==> config.mk <==
export PLATFORM = sky130hd
export DESIGN_NAME = user_design_mux_flat
export DESIGN_NICKNAME = d
export VERILOG_FILES = /design/src/rtl/user_mux_pkg.sv /design/src/rtl/user_design_mux_if.sv /design/src/rtl/user_mux_wb_regs.sv /design/src/rtl/user_design_mux.sv /design/src/flat_wrapper.sv
export SDC_FILE = /design/constraint.sdc
export NUM_CORES = 1
export LEC_CHECK = 0
export CAP_MARGIN = 20
export CORE_AREA = 2 2 315 317
export CTS_CLUSTER_SIZE = 28
export DETAILED_ROUTE_END_ITERATION = 8
export DIE_AREA = 0 0 317 319
export PLACE_DENSITY = 0.37
export SETUP_SLACK_MARGIN = 0.02
export SLEW_MARGIN = 20
export SYNTH_ARGS = -nofsm -noshare
export SYNTH_HDL_FRONTEND = slang
export SYNTH_SLANG_ARGS = --single-unit
==> constraint.sdc <==
create_clock -name wb_clk_i -period 2 [get_ports wb_clk_i]
set_clock_uncertainty 0.1 [all_clocks]
set_input_delay 0.2 -clock wb_clk_i [delete_from_list [all_inputs] [get_ports wb_clk_i]]
set_output_delay 0.2 -clock wb_clk_i [all_outputs]
set_load 0.01 [all_outputs]
==> run_1/wire_density.png <==
Bar = 100 um. The die is cut into 32 by 32 equal tiles; black is low, pale yellow is high, scaled to the fullest tile. Values are wire area over tile area, all layers added.
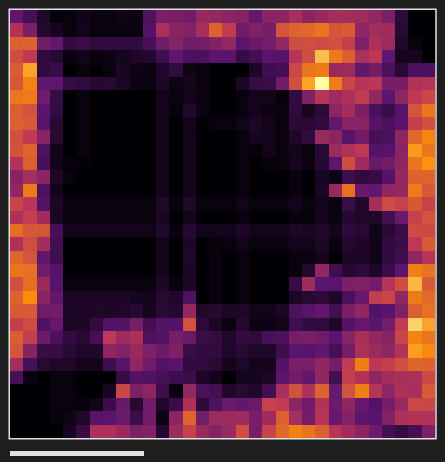
nearly empty tiles: 18%
fullest tile: 0.53
emptiest ninth of the die: middle
mean over tiles: 0.11
tiles over half the peak: 14%
via count: 10310
drt wl/cell: 23.55 um

==> run_1/met1.png <==
Bar = 100 um.
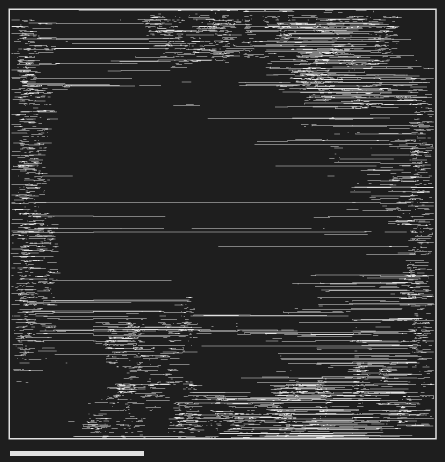
longest straight run: 244 um
share of all routed wire: 39%
DRT Wirelength: 70670 um
met1 GRT Util: 14.49%

==> run_1/final_congestion.png <==
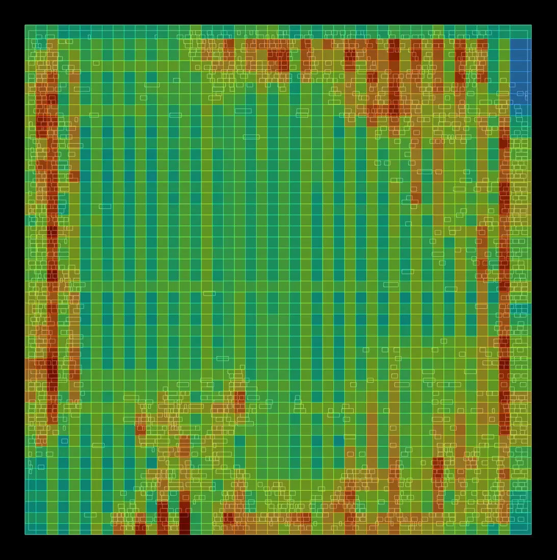
met3 GRT Util: 3.661%
M2 GR Usage: 22.47%
gr busiest metal: met2

==> results.json, run 1 <==
{
  "run_status": "finished with violations",
  "violations": "setup timing",
  "rrSetupSlack_ns": -0.18,
  "crit_type": "reg2out",
  "yosys_warnings": 0,
  "worst_slack_ns": -0.5569,
  "drtIter0Drc": 303,
  "ir_worst_vdd_mv": 0.2453,
  "insertion_delay_ns": 0.26,
  "crit_arrival_ns": 2.26,
  "rr_worst_depth": 10,
  "p_leak_nw": 7.895,
  "rsz0062_at_grt": "true",
  "placed_area_um2": 16050,
  "synthCells": 760,
  "layout_top_cells": "clkdlybuf4s50_1 (611), buf_6 (122), buf_4 (119)",
  "die_area_um2": 101100,
  "finalClockPeriodUsage_pct": 127.8,
  "cts_buffers": 3,
  "max_stage_delay_ns": 0.51,
  "grt_max_degree": 28,
  "drive_above_1_share_pct": 44.41,
  "power_density_nw_per_um2": 180.2,
  "min_period_ns": 2.557,
  "critPathSlowestCell": "dfrtp_4",
  "cts-root-buf": "clkbuf_16",
  "cts_tree": "yes",
  "ys_cells": 760,
  "grt_pass1_wl_um": 87330,
  "ff_type": "dfrtp_1",
  "core-area_um2": 97700,
  "drv_cap": 0,
  "largest_register_ffs": 9,
  "port_buffers": 756,
  "cts_hold_buf": 0,
  "finalSetupTns_ns": -57.03,
  "synth-edff-count": 0,
  "path_delay_family": "buffers and inverters",
  "dp_cells": 2853,
  "stdcell_area_um2": 19800,
  "nets": 2349,
  "dpl.hpwl_um": 55500,
  "critPathMaxFanout": 6,
  "ys_async_sr_fraction_pct": 100.0,
  "postRouteAntennaNets": 0,
  "fin_cells": 3001,
  "worst_path_most_repeated_cell": "buf_6",
  "grt.total_usage_pct": 12.38,
  "syn_area_um2": 5857,
  "vias_per_cell": 3.435,
  "path_depth": 11,
  "antenna_found_initial": 20,
  "fin_util_pct": 20.27,
  "cts.sinks": 26,
  "drc": 0,
  "grt_overflow": 0,
  "clockBufferDepth": 2,
  "finalPower_mw": 3.568,
  "pre_cts_slack_ns": -0.5827,
  "ys_types": 49,
  "grt_pass1_vias": 10680,
  "finalSetupViolations": 148
}
[run 1: cell usage after synthesis, types with 3 or more instances]
| cell | instances | area share (%) |
|---|---|---|
| mux2i_1 | 105 | 18 |
| a2bb2oi_1 | 38 | 5.7 |
| buf_6 | 3 | 0.58 |
| mux2_2 | 42 | 8.1 |
| dfrtp_1 | 22 | 9.4 |
| ha_1 | 6 | 1.3 |
| dfstp_2 | 4 | 1.8 |
| xor2_1 | 5 | 0.75 |
| o21ai_0 | 81 | 6.9 |
| nor2_1 | 10 | 0.64 |
| a21oi_1 | 3 | 0.26 |
| nand2_1 | 109 | 7.0 |
| o22ai_1 | 38 | 4.1 |
| or3_1 | 3 | 0.32 |
| a211oi_1 | 3 | 0.38 |
| inv_1 | 7 | 0.45 |
| nor2b_1 | 4 | 0.43 |
| nor4_1 | 4 | 0.43 |
| a22o_1 | 103 | 15 |
| buf_4 | 31 | 4.0 |
| nor4_2 | 3 | 0.64 |
| nor3_1 | 4 | 0.34 |
| buf_2 | 54 | 4.6 |
| clkbuf_1 | 19 | 1.2 |
| o21ai_1 | 23 | 2.0 |
| and2_1 | 7 | 0.75 |
[run 1: per-layer routing]
layer  wire length (um)  vias up
li1                   -     4768
met1              27490     4934
met2              35710      517
met3               6176       62
met4               1128       26
met5                164        -
[run 1: power breakdown]
| part | leakage, nW | switching, mW | internal (mW) | total [mW] |
|---|---|---|---|---|
| sequential | 0.338 | 0.000000639 | 0.526 | 0.526 |
| clock | 0.0511 | 0.194 | 0.399 | 0.592 |
| combinational | 7.51 | 0.846 | 1.60 | 2.45 |
| total | 7.89 | 1.04 | 2.53 | 3.57 |
[run 1: kinds of logic after synthesis]
group,after synthesis,share of synthesized area [%]
xor gates and xnor gates,6,0.8972
buffers and inverters,115,10.90
muxes,149,26.40
other,1,0.06403
adders and majority gates,6,1.282
and+or+nand+nor,161,13.63
AOI/OAI and AO/OA,296,35.63
DFF,26,11.19
[run 1: repair_timing]
item | in CTS | in global routing
setup endpoints to repair | 145 | 157
pin swaps | 116 | 178
gates resized | 694 | 443
buffers inserted | 51 | 83
cloned | 12 | 11
[run 1: final cells by class]
type,count,area [um2]
inverter,8,32.53
timing repair buffer,1028,10910
multi-input combinational,643,6474
sequential,26,661.9
tap,1287,1610
antenna,5,12.51
fill,10660,77900
clock inverter,1,30.03
clock buffer,3,75.07
[run 1: tightest hold or removal path, delay by kind of cell]
kind,cells,cell delay (ns)
buffers and inverters,3,0.77
==> run_1/density.png <==
Bar = 100 um. The die is cut into 32 by 32 equal tiles; black is low, pale yellow is high, 0 to 100% covered.
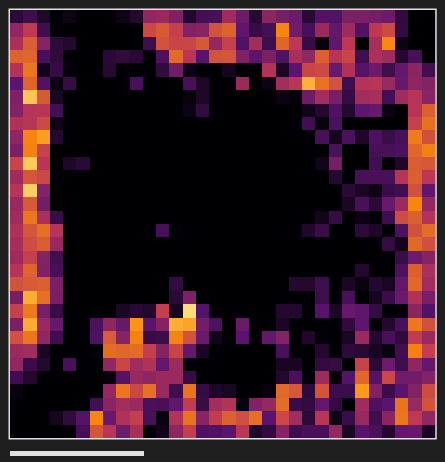

==> run 2, diff against run 1 <==
- CORE_AREA: 2 2 315 317 -> 2 2 318 320
- DIE_AREA: 0 0 317 319 -> 0 0 320 322
- PLACE_DENSITY: 0.37 -> 0.36
- SYNTH_HIERARCHICAL: unset -> 1
==> run_2/density.png <==
Bar = 100 um. The die is cut into 32 by 32 equal tiles; black is low, pale yellow is high, 0 to 100% covered.
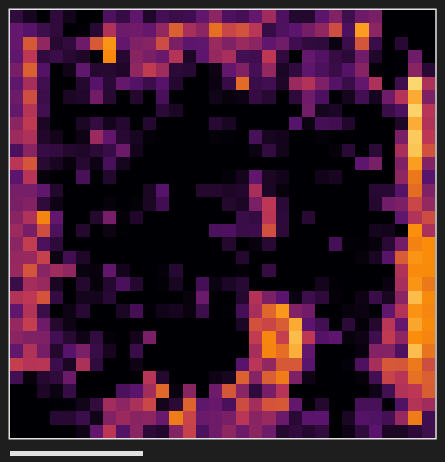
emptiest ninth of the die: middle
tiles over 75% full: 2.1%
fullest tile: 91%
nearly empty tiles: 38%
mean over tiles: 18%
floorplan core density: 5.454%
Core Area: 99570 um2
Util after Layout: 20.17%

==> run_2/wire_density.png <==
Bar = 100 um. The die is cut into 32 by 32 equal tiles; black is low, pale yellow is high, scaled to the fullest tile. Values are wire area over tile area, all layers added.
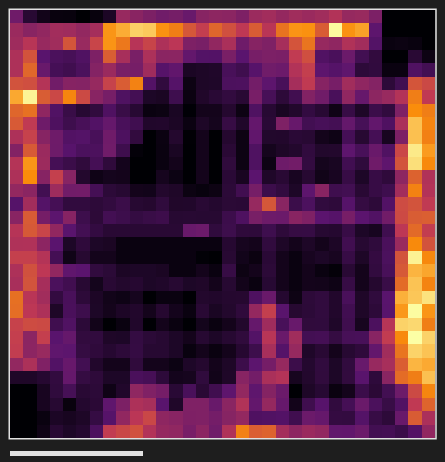
tiles over half the peak: 14%
nearly empty tiles: 4.4%
mean over tiles: 0.13
GRT Total Usage: 15.01%
DRT Wirelength: 82940 um
via count: 11150
drt wl/cell: 26.04 um

==> run_2/met1.png <==
Bar = 100 um.
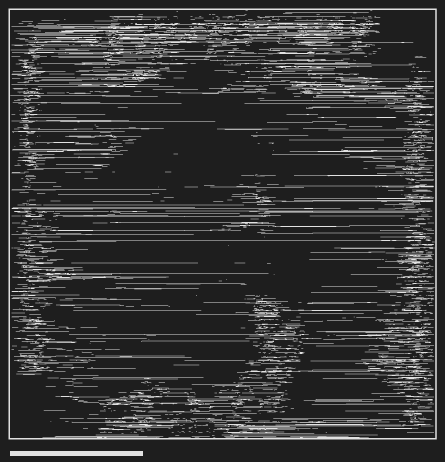
wire length on this layer: 34.0 mm
main direction: horizontal
nets with wire on the layer: 2228
longest straight run: 259 um
met1 GRT Util: 18.16%

==> run 2 against run 1 <==
Against the previous run:
- largest power group unchanged
- clock-buffer cell count unchanged
- via count grew 8.2%
- wire length is 17% higher
- sequential power is essentially flat
- cell area grew 1.4%
- the flow still finishes with violations (setup timing)
- synthesized area fell by 7.3%
- largest cell class unchanged
==> results.json, run 2 <==
{
  "finalPower_mw": 3.627,
  "yosysTopAreaCell": "nor2_1",
  "placed_area_um2": 16020,
  "die_area_um2": 103000,
  "finalSetupViolations": 140,
  "crit_type": "reg2out",
  "yosys-top-cells-count": "nor2_1 (247), nand2_1 (151), a2bb2oi_1 (101)",
  "logic_area_um2": 6262,
  "dp_cells": 3036,
  "layout.area.seq_um2": 659.4,
  "drc": 0,
  "drtIter0Drc": 459,
  "critPathMaxFanout": 21,
  "yosys_warnings": 6,
  "finalSetupTns_ns": -67.40,
  "crit_arrival_ns": 2.38,
  "cts-root-buf": "clkbuf_16",
  "vias_per_cell": 3.501,
  "layout_top_cells": "clkdlybuf4s50_1 (611), nor2_1 (202), buf_4 (147)",
  "rrSetupSlack_ns": 0.07,
  "violations": "setup timing",
  "ff_type": "dfrtp_1",
  "postRouteAntennaNets": 0,
  "ys_types": 48,
  "p_leak_nw": 7.793,
  "synthCells": 904,
  "antenna_found_initial": 36,
  "cts_tree": "yes",
  "ys_cells": 904,
  "finalClockPeriodUsage_pct": 134.1,
  "synth-edff-count": 0,
  "ir_worst_vdd_mv": 0.2605,
  "rr_worst_depth": 8,
  "run_status": "finished with violations",
  "nets": 2526,
  "synth.most_common_cell": "nor2_1",
  "fin_cells": 3185,
  "ys_async_sr_fraction_pct": 100.0,
  "grt_pass1_wl_um": 106200,
  "drive_above_1_share_pct": 38.99,
  "cts_buffers": 3,
  "largest_register_ffs": 9,
  "stdcell_area_um2": 20090,
  "insertion_delay_ns": 0.26,
  "area_leaders": "nor2_1 (17%), a2bb2oi_1 (16%), nand2_1 (10%)",
  "nFillCells": 11050,
  "power_density_nw_per_um2": 180.6,
  "syn_area_um2": 5430,
  "grt_pass1_vias": 12020,
  "worst_slack_ns": -0.6821,
  "port_buffers": 756,
  "grt_max_degree": 29,
  "yosys.area.top_type_share_pct": 17.07,
  "drv_cap": 0,
  "min_period_ns": 2.682,
  "pre_cts_slack_ns": -0.7475,
  "die_w_um": 320,
  "openroad.warnings": 64,
  "rsz0062_at_grt": "true",
  "grt_overflow": 0,
  "clockBufferDepth": 2
}
==> run 2: kinds of logic (layout without fill, tap and decap cells) <==
group	after synthesis	in the layout	synth area share (%)
AND-OR/OR-AND	298	298	37.70
XOR/XNOR	6	6	0.9677
adder cells (fa/ha/maj)	7	7	1.613
buffers and inverters	114	1072	10.28
flip-flops	26	26	12.07
multiplexers	10	10	1.982
other	2	27	0.1383
AND/OR/NAND/NOR	441	441	35.25
==> run 2: final cells by class <==
cell class | count | area share (%)
antenna | 2 | 0.02492
clock buffer | 3 | 0.3738
clock inverter | 1 | 0.1495
inverter | 10 | 0.2180
multi-input combinational | 787 | 31.18
sequential | 26 | 3.283
tap | 1298 | 8.086
timing repair buffer | 1058 | 56.69
==> run 2: report_power, final <==
| group | leakage, nW | internal [mW] | switching, mW |
|---|---|---|---|
| Combinational | 7.40 | 1.61 | 0.893 |
| Sequential | 0.342 | 0.526 | 0.00000000297 |
| Clock | 0.0511 | 0.399 | 0.197 |
==> run 2: per-layer routing <==
metal | wire (um) | part of all wire (%) | global-route usage, %
met1 | 33980 | 41 | 18.16
met2 | 41450 | 50 | 27.27
met3 | 5534 | 6.7 | 3.295
met4 | 1790 | 2.2 | 2.587
met5 | 191 | 0.23 | 0
==> run 2: worst max-delay path: stages (launching register included) <==
cell       delay, ns
dfrtp_1         0.42
nor3_2          0.23
buf_6           0.16
buf_12          0.11
nand2_8         0.08
buf_12          0.18
buf_12          0.20
a2bb2oi_2       0.16
o21ai_2         0.24
buf_4           0.17
buf_12          0.10
==> run 2: through the flow <==
step | util (%) | hold WS [ns]
after floorplan | - | -0.05042
after global routing | 20.17 | 0.2465
after CTS | 19.00 | 0.2560
final | 20.17 | 0.2242
after detailed placement | 16.09 | 0.4020
after global placement | 16.09 | 0.3984
==> run 2: repair_timing <==
action	CTS	global route
endpoints found under the setup margin	151	156
setup buffers	97	52
pin swaps	118	123
hold buffers	0	0
gates resized	666	207
cloned	16	3
Power and IR drop assume default switching activity.
